## config.mk

```make
export PLATFORM = sky130hd
export DESIGN_NAME = bch_enc
export DESIGN_NICKNAME = d
export VERILOG_FILES = /design/src/rtl/bch_enc_pkg.sv /design/src/rtl/bch_enc_lfsr.sv /design/src/rtl/bch_enc.sv
export SDC_FILE = /design/constraint.sdc
export NUM_CORES = 1
export LEC_CHECK = 0
export ABC_AREA = 0
export CAP_MARGIN = 20
export CORE_ASPECT_RATIO = 0.7
export CORE_UTILIZATION = 50
export DETAILED_ROUTE_END_ITERATION = 7
export PLACE_DENSITY_LB_ADDON = 0.05
export SLEW_MARGIN = 0
export SYNTH_ARGS = -nofsm -noshare
export SYNTH_HDL_FRONTEND = slang
export SYNTH_SLANG_ARGS = --single-unit
```

## constraint.sdc

```tcl
create_clock -name iclk -period 2.5 [get_ports iclk]
set_input_delay 0.625 -clock iclk [delete_from_list [all_inputs] [get_ports iclk]]
set_output_delay 0.625 -clock iclk [all_outputs]
set_load 0.05 [all_outputs]
```

## src/rtl/bch_enc_pkg.sv

```systemverilog
// Shared BCH constants: field arithmetic and generator polynomial derivation,
// evaluated at elaboration so the encoder and decoder agree on g(x).
package bch_enc_pkg;

  localparam int unsigned M      = 4;
  localparam int unsigned D      = 7;
  localparam int unsigned N      = 15;
  localparam int unsigned IRRPOL = 19;
  localparam int unsigned T      = (D - 1) / 2;
  localparam int unsigned NFULL  = (1 << M) - 1;
  localparam int unsigned GW     = M * T + 1;

  typedef logic [M-1:0]  gf_t;
  typedef logic [GW-1:0] gpoly_t;

  // GF(2^m) multiply, reduction by the primitive polynomial
  function automatic gf_t gf_mul(input gf_t a, input gf_t b);
    gf_t p;
    gf_t aa;
    p  = '0;
    aa = a;
    for (int unsigned i = 0; i < M; i++) begin
      if (b[i]) p = p ^ aa;
      aa = aa[M-1] ? (gf_t'(aa << 1) ^ gf_t'(IRRPOL)) : gf_t'(aa << 1);
    end
    return p;
  endfunction

  function automatic gf_t gf_alpha_pow(input int unsigned e);
    gf_t p;
    p = gf_t'(1);
    for (int unsigned i = 0; i < e; i++) p = gf_mul(p, gf_t'(2));
    return p;
  endfunction

  // Minimal polynomial of alpha^i: product of (x + beta) over its conjugacy class
  function automatic logic [M:0] min_poly(input int unsigned i);
    logic [M:0][M-1:0] c;
    logic [M:0]        mp;
    int unsigned       e0;
    int unsigned       e;
    logic              done;
    gf_t               root;
    c    = '0;
    c[0] = gf_t'(1);
    e0   = i % NFULL;
    e    = e0;
    done = 1'b0;
    for (int unsigned k = 0; k < M; k++) begin
      if (!done) begin
        root = gf_alpha_pow(e);
        for (int unsigned j = M; j >= 1; j--) c[j] = c[j-1] ^ gf_mul(c[j], root);
        c[0] = gf_mul(c[0], root);
        e    = (e * 2) % NFULL;
        if (e == e0) done = 1'b1;
      end
    end
    for (int unsigned j = 0; j <= M; j++) mp[j] = c[j][0];
    return mp;
  endfunction

  function automatic gpoly_t poly_mul(input gpoly_t a, input logic [M:0] b);
    gpoly_t res;
    res = '0;
    for (int unsigned j = 0; j <= M; j++) begin
      if (b[j]) res = res ^ gpoly_t'(a << j);
    end
    return res;
  endfunction

  // g(x) = LCM of minimal polynomials of alpha^1..alpha^2t (distinct classes only)
  function automatic gpoly_t gen_poly();
    gpoly_t            g;
    logic [NFULL-1:0]  covered;
    int unsigned       e;
    g       = gpoly_t'(1);
    covered = '0;
    for (int unsigned i = 1; i <= 2 * T; i++) begin
      e = i % NFULL;
      if (!covered[e]) begin
        for (int unsigned k = 0; k < M; k++) begin
          covered[e] = 1'b1;
          e          = (e * 2) % NFULL;
        end
        g = poly_mul(g, min_poly(i));
      end
    end
    return g;
  endfunction

  function automatic int unsigned poly_deg(input gpoly_t p);
    int unsigned deg;
    deg = 0;
    for (int unsigned i = 0; i < GW; i++) begin
      if (p[i]) deg = i;
    end
    return deg;
  endfunction

  localparam gpoly_t      G_POLY   = gen_poly();
  localparam int unsigned R        = poly_deg(G_POLY);
  localparam logic [R-1:0] G_LOW   = G_POLY[R-1:0];
  localparam int unsigned DATA_LEN = N - R;
  localparam int unsigned CW       = (R > 1) ? $clog2(R) : 1;

  typedef logic [DATA_LEN-1:0] data_t;

  typedef enum logic [1:0] {
    ST_IDLE,
    ST_DATA,
    ST_PARITY
  } state_t;

endpackage

```

## src/rtl/bch_enc_lfsr.sv

```systemverilog
// Galois remainder LFSR: load first bit, shift data in, or shift parity out.
module bch_enc_lfsr #(
  parameter int unsigned  R = 10,
  parameter logic [R-1:0] G = '1
) (
  input  logic clk,
  input  logic rst_n,
  input  logic ena,
  input  logic load,
  input  logic shift_in,
  input  logic shift_out,
  input  logic din,
  output logic msb
);

  logic [R-1:0] lfsr;
  logic [R-1:0] lfsr_nxt;
  logic         fb;

  // Load is a clear followed by a normal shift-in of the first bit
  always_comb begin
    lfsr_nxt = lfsr;
    fb       = 1'b0;
    if (load) begin
      lfsr_nxt = din ? G : '0;
    end else if (shift_in) begin
      fb       = din ^ lfsr[R-1];
      lfsr_nxt = {lfsr[R-2:0], 1'b0} ^ (fb ? G : '0);
    end else if (shift_out) begin
      lfsr_nxt = {lfsr[R-2:0], 1'b0};
    end
  end

  always_ff @(posedge clk or negedge rst_n) begin
    if (!rst_n) begin
      lfsr <= '0;
    end else if (ena) begin
      lfsr <= lfsr_nxt;
    end
  end

  assign msb = lfsr[R-1];

endmodule

```

## src/rtl/bch_enc.sv

```systemverilog
// Bit-serial systematic BCH encoder: data passes through, then r parity bits
// of m(x)*x^r mod g(x) follow, framed with sop/val/eop.
module bch_enc
  import bch_enc_pkg::*;
(
  input  logic iclk,
  input  logic ireset,
  input  logic iclkena,
  input  logic isop,
  input  logic ival,
  input  logic ieop,
  input  logic idat,
  output logic ordy,
  output logic osop,
  output logic oval,
  output logic oeop,
  output logic odat
);

  state_t        state, state_nxt;
  logic [CW-1:0] cnt, cnt_nxt;
  logic          ordy_nxt, osop_nxt, oval_nxt, oeop_nxt, odat_nxt;
  logic          lfsr_load, lfsr_shift_in, lfsr_shift_out, lfsr_msb;
  logic          accept;

  assign accept = ival & ordy;

  bch_enc_lfsr #(
    .R (R),
    .G (G_LOW)
  ) u_lfsr (
    .clk       (iclk),
    .rst_n     (ireset),
    .ena       (iclkena),
    .load      (lfsr_load),
    .shift_in  (lfsr_shift_in),
    .shift_out (lfsr_shift_out),
    .din       (idat),
    .msb       (lfsr_msb)
  );

  // Next-state, LFSR control and registered-output values
  always_comb begin
    state_nxt      = state;
    cnt_nxt        = cnt;
    ordy_nxt       = ordy;
    osop_nxt       = 1'b0;
    oval_nxt       = 1'b0;
    oeop_nxt       = 1'b0;
    odat_nxt       = 1'b0;
    lfsr_load      = 1'b0;
    lfsr_shift_in  = 1'b0;
    lfsr_shift_out = 1'b0;
    case (state)
      ST_IDLE, ST_DATA: begin
        // In IDLE only a frame start is accepted; in DATA isop restarts the frame
        if (accept && (isop || state == ST_DATA)) begin
          oval_nxt      = 1'b1;
          odat_nxt      = idat;
          osop_nxt      = isop;
          lfsr_load     = isop;
          lfsr_shift_in = !isop;
          state_nxt     = ST_DATA;
          if (ieop) begin
            state_nxt = ST_PARITY;
            cnt_nxt   = CW'(R - 1);
            ordy_nxt  = 1'b0;
          end
        end
      end
      ST_PARITY: begin
        oval_nxt       = 1'b1;
        odat_nxt       = lfsr_msb;
        lfsr_shift_out = 1'b1;
        cnt_nxt        = cnt - CW'(1);
        if (cnt == '0) begin
          oeop_nxt  = 1'b1;
          state_nxt = ST_IDLE;
          ordy_nxt  = 1'b1;
        end
      end
      default: begin
        state_nxt = ST_IDLE;
        ordy_nxt  = 1'b1;
      end
    endcase
  end

  always_ff @(posedge iclk or negedge ireset) begin
    if (!ireset) begin
      state <= ST_IDLE;
      cnt   <= '0;
      ordy  <= 1'b1;
      osop  <= 1'b0;
      oval  <= 1'b0;
      oeop  <= 1'b0;
      odat  <= 1'b0;
    end else if (iclkena) begin
      state <= state_nxt;
      cnt   <= cnt_nxt;
      ordy  <= ordy_nxt;
      osop  <= osop_nxt;
      oval  <= oval_nxt;
      oeop  <= oeop_nxt;
      odat  <= odat_nxt;
    end
  end

endmodule

```

run_1/met2.png
Drawn at 6 px/um. Cells faint in the background.
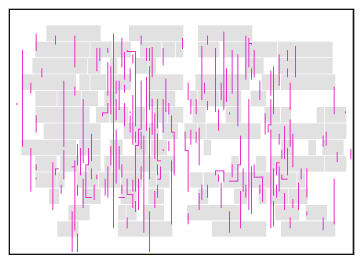
- share of all routed wire: 40%
- wire length on this layer: 770 um
- main direction: vertical
- nets with wire on the layer: 102

run_1/final_placement.png
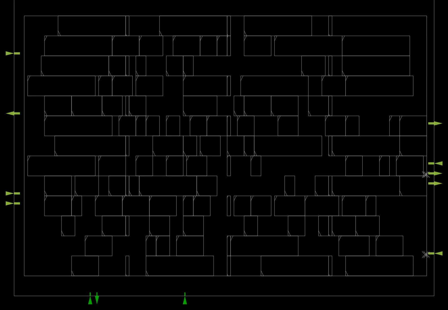
Flops: 21
non-filler instance count after layout: 132

==> out/qor.yml, run 1 <==
pwr:
  power.internal_w: 0.000847
  p_total_w: 0.00142
  ir_drop_uv: 478
  powerDensity_mw_per_mm2: 1150
  powerComb_w: 0.000644
  p_seq_frac: 0.432
synthesis:
  xor_area_frac: 0.0235
  largest_area_cell: "dfrtp_1"
  synth_flops: 21
  synthTopLogicFamily: "AND-OR/OR-AND gates"
  syn_area_mm2: 0.00106
critical_path:
  worstSetupStartpoint: "ordy"
  critPathMaxFanout: 6
  cp_data_arrival_time_ns: 1.70
clocking:
  cts-hold-fix-buffers: 0
  clkSinkCount: 21
  cts_resized: 0
  clk_latency_ns: 0.31
  path_clk_slew_ns: 0.11
cells_and_area:
  antennaDiodeCount: 0
  logic_gate_count: 65
  seq_share: 0.428
  top_regs: "u_lfsr.lfsr: 10 flops, cnt: 4 flops, state: 2 flops"
  largest_reg_flops: 10
run_status:
  violations: "design-rule violations"
  status: "complete, but fails checks"
detailed_routing:
  drt_iter0_markers: 30
  drc: 4
  routed-via-count: 792
  route.met2.wl_um: 769
  wl_met3_um: 80
place:
  post_dp_cell_area_mm2: 0.00120
  place_congestion: 0.754
min_path:
  hold_end: "u_lfsr.lfsr[2]"
sta:
  setup_violations: 0
  setup_tns_ns: 0
  fmax_mhz: 429
  holdWs_ns: 0.509
  period_used_share: 0.931
global_routing:
  use_met2: 0.279
  antenna_found_initial: 0
  grtUsageMet3: 0.0581
  grt_start_max_net_pins: 14
  grt_overflow: 0
floorplanning:
  num_io_pins: 12
flow_run:
  cap_violations: 0
run_1/metal_stack.png
Drawn at 6 px/um. Only two layers are drawn.
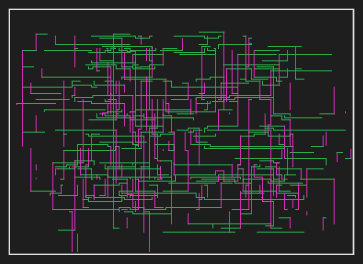
- magenta: met2 (wire length 770 um)
- green: met1 (wire length 1,070 um)

run_1/registers.png
Drawn at 8 px/um. Other sequential cells in the stronger grey, the rest of the logic in the fainter grey.
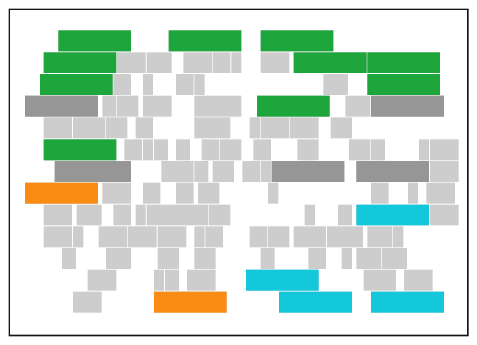
- green: `u_lfsr.lfsr` (flops 10)
- cyan: `cnt` (flops 4; where lower right)
- orange: `state` (flops 2)
- not coloured: 5

==> run 1: synthesized netlist by cell type <==
library cell  count
a21boi_2          1
and3_4            1
xnor2_2           1
or3_1             5
inv_1             5
o21ai_0           2
a22o_2            2
nand2b_1          3
mux2_2            2
a21oi_1           4
nand2_1           7
buf_2             1
nand3b_1          2
o31ai_4           1
a41oi_1           1
o22ai_1           2
nor3_1            2
and2b_1           1
o22a_1            1
nand4b_1          1
o21a_1            2
o211a_1           1
and4b_1           1
buf_4             2
xor2_1            1
a311o_1           1
nor4_2            1
ha_1              1
nand2_2           2
dfrtp_1          20
a32o_1            5
a31oi_1           3
dfstp_2           1
a22o_1            3
clkbuf_1          2
or3b_1            1
nor2_1            4
==> run 2: changes to the inputs <==
CTS_BUF_LIST = sky130_fd_sc_hd__clkbuf_16   (was not set)
run_2/met2.png
Drawn at 6 px/um. Cells faint in the background.
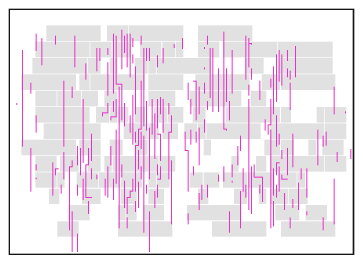
- share of all routed wire: 41%
- wire length on this layer: 786 um
- nets with wire on the layer: 103

==> run 2 against run 1 <==
Area after synthesis did not move. Flip-flop count stayed put. Die size did not move. Total power up 12%. Via count grew 0.51%. Sequential power is essentially flat. The run still ends with design-rule violations left. Register-to-register slack improved by 0.02 ns. Critical path type unchanged. Largest power group unchanged. Final cell count is the same.
==> out/qor.yml, run 2 <==
detailed_routing:
  drt_iter0_markers: 48
  route.met2.wl_um: 786
  firstDrtPassIters: 6
  drc: 4
  wl_met3_um: 108
  routed-via-count: 796
  wl_um: 1920
  maxUsedRoutingLayer: "met3"
sta:
  fin_crit_ns: 2.26
  rsz0062_at_grt: "no"
  period_used_share: 0.903
  setup_violations: 0
  worst_slack_ns: 0.243
  holdWs_ns: 0.494
  setup_tns_ns: 0
  maxSlewViolCount: 0
  fmax_mhz: 443
  relSlewSlack: 0.669
synthesis:
  aoi_share: 0.228
  yosysMostFrequentCell: "dfrtp_1"
  xor_area_frac: 0.0235
  synthTopLogicFamily: "AND-OR/OR-AND gates"
  flop_cell: "dfrtp_1"
  syn_area_mm2: 0.00106
  async_flop_share: 1.00
  largest_area_cell: "dfrtp_1"
  synth-edff-count: 0
  synth_flops: 21
  yosys_area_mm2: 0.00106
  synthTopCellsByCount: "20 x dfrtp_1, 7 x nand2_1, 5 x a32o_1, 5 x inv_1, 5 x or3_1"
  avgSynthCellArea_um2: 11.1
  synthMuxAreaShare: 0.0212
floorplanning:
  fp_util: 0.549
  num_io_pins: 12
  die_y_um: 40.6
clocking:
  cts_resized: 0
  path_clk_slew_ns: 0.06
  cts-hold-fix-buffers: 0
  clk_latency_ns: 0.25
  clkSinkCount: 21
pwr:
  ir_drop_uv: 549
  combPwrFrac: 0.405
  leakagePower_nw: 0.549
  power.internal_w: 0.00100
  swShare: 0.369
  p_seq_frac: 0.387
  powerDensity_mw_per_mm2: 1240
  p_total_w: 0.00159
  powerComb_w: 0.000645
  maxPowerGroup: "combinational cells"
cells_and_area:
  fin_util: 0.663
  top_regs: "u_lfsr.lfsr: 10 flops, cnt: 4 flops, state: 2 flops"
  top_register: "u_lfsr.lfsr"
  antennaDiodeCount: 0
  stdcell_count: 132
  largest_reg_flops: 10
global_routing:
  grtUsageMet3: 0.0677
  grt_usage: 0.186
  grt_overflow: 0
  grt_start_max_net_pins: 14
  use_met2: 0.276
  use_met1: 0.266
  antenna_found_initial: 0
run_status:
  status: "complete, but fails checks"
  violations: "design-rule violations"
place:
  place_congestion: 0.754
  post_dp_cell_area_mm2: 0.00120
  dp.final_hpwl_um: 1460
critical_path:
  critPathMaxFanout: 6
  crit_family: "buffers and inverters"
  path_buffers: 1
  crit_required_ns: 1.88
  cp_data_arrival_time_ns: 1.63
flow_run:
  cap_violations: 0
-- run 2: final timing paths --
check                                     from        endpoint  slack [ns]
worst max-delay path                      ordy            ordy        0.24
worst min-delay path            u_lfsr.lfsr[8]  u_lfsr.lfsr[8]        0.49
worst max register to register          cnt[0]            ordy        0.81
worst min register to register  u_lfsr.lfsr[8]  u_lfsr.lfsr[8]        0.49
max in group asynchronous               ireset  u_lfsr.lfsr[4]        1.31
min in group asynchronous               ireset          cnt[0]        0.67
-- run 2: cell type report --
cell class	instances	area, um^2
Clock buffer	3	75.1
Clock inverter	1	5.00
Fill cell	153	652
Inverter	5	18.8
Multi-Input combinational cell	65	490
Sequential cell	21	527
Tap cell	22	27.5
Timing Repair Buffer	15	140
==> run 3: changes to the inputs <==
ABC_CLOCK_PERIOD_IN_PS = 2500   (was not set)
run_3/metal_stack.png
Drawn at 6 px/um. Only two layers are drawn.
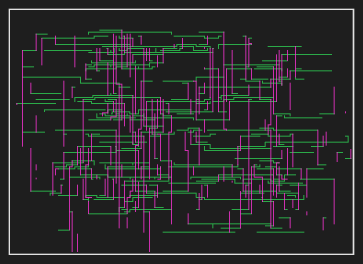
- green: met1 (wire length 1,030 um)
- magenta: met2 (wire length 786 um)

==> run 3 against run 2 <==
The run still ends with design-rule violations left. Setup slack did not move. Total power did not move. Clock power barely moved. Via count did not move. Register-to-register slack barely moved. Wire length did not move. First-iteration DRC count did not move. Critical endpoint unchanged.
==> out/qor.yml, run 3 <==
global_routing:
  grt_usage: 0.186
  grt_start_max_net_pins: 14
  grt_overflow: 0
  antenna_found_initial: 0
critical_path:
  reg2reg_from: "cnt[0]"
  rrSetupSlack_ns: 0.81
  critPathMaxFanout: 6
  path_buffers: 1
  cp_slowest_cell: "clkdlybuf4s50_1"
  reg2reg_to: "ordy"
  crit_path_end_kind: "primary output"
  cp-endpoint: "ordy"
  crit_family: "buffers and inverters"
  crit_cells: 1
  cp_data_arrival_time_ns: 1.63
run_status:
  status: "complete, but fails checks"
  violations: "design-rule violations"
pwr:
  ir_drop_uv: 549
  powerComb_w: 0.000645
  maxPowerGroup: "combinational cells"
  powerDensity_mw_per_mm2: 1240
  swShare: 0.369
  p_seq_frac: 0.387
  power.internal_w: 0.00100
  combPwrFrac: 0.405
synthesis:
  aoi_share: 0.228
  largest_area_cell: "dfrtp_1"
  syn_area_mm2: 0.00106
  synthMuxAreaShare: 0.0212
  synthTopLogicFamily: "AND-OR/OR-AND gates"
  avgSynthCellArea_um2: 11.1
  yosysMostFrequentCell: "dfrtp_1"
  synth_flops: 21
  yosys_area_mm2: 0.00106
  flop_cell: "dfrtp_1"
  synth_cells: 96
  synth-edff-count: 0
  synthTopCellsByCount: "20 x dfrtp_1, 7 x nand2_1, 5 x a32o_1, 5 x inv_1, 5 x or3_1"
  async_flop_share: 1.00
cells_and_area:
  buffers: 15
  buf_share: 0.109
  final-clk-cell-share: 0.0624
  largest_reg_flops: 10
  flop_area_um2: 527
  top_area_cell_class: "registers"
  fill_cells: 153
  combGateArea_um2: 490
  flops: 21
  inverters: 5
  num-clock-buffers: 3
  comb_area_frac: 0.382
  top_regs: "u_lfsr.lfsr: 10 flops, cnt: 4 flops, state: 2 flops"
  top_register: "u_lfsr.lfsr"
  seq_share: 0.410
  fin_nets: 119
sta:
  relSlewSlack: 0.669
  setup_violations: 0
  rsz0062_at_grt: "no"
  setup_tns_ns: 0
  fin_crit_ns: 2.26
  maxSlewViolCount: 0
  worstMarginPinSlew_ns: 0.495
  hold_viol: 0
clocking:
  path_clk_slew_ns: 0.06
  cts-hold-fix-buffers: 0
  cts_resized: 0
  clk_latency_ns: 0.25
  clkSinkCount: 21
  clockRootBuffer: "clkbuf_16"
detailed_routing:
  drt_iter0_markers: 48
  wl_um: 1920
  firstDrtPassIters: 6
  drc: 4
  routed-via-count: 796
flow_run:
  cap_violations: 0
floorplanning:
  fp.dieW_um: 57.1
  die_y_um: 40.6
  fp_util: 0.549
  num_io_pins: 12
min_path:
  hp-start: "u_lfsr.lfsr[8]"
  hold_end: "u_lfsr.lfsr[8]"
place:
  place_congestion: 0.754
  dp.final_hpwl_um: 1460
## run 3: cell counts after synthesis
No cell type changed its count.
## run 3: per-stage QoR
step	power [W]	utilization	hold slack, ns	instances	setup WS (ns)
after floorplan	0.00111	-	0.329	96	0.800
after global placement	0.00125	0.622	0.479	128	0.258
after detailed placement	0.00127	0.622	0.485	128	0.227
after CTS	0.00160	0.663	0.498	132	0.235
after global routing	0.00169	0.663	0.514	132	0.204
final	0.00159	0.663	0.494	132	0.243
## run 3: per-layer routing
metal	part of all wire	wire length, um	GRT usage	up-vias
met1	0.53	1030	0.266	387
met5	0	0	0	-
met3	0.056	108	0.0677	0
met2	0.41	786	0.276	18
li1	-	-	-	391
met4	0	0	0.0183	0
No activity file was given, so power comes from the tool's default toggle rates.
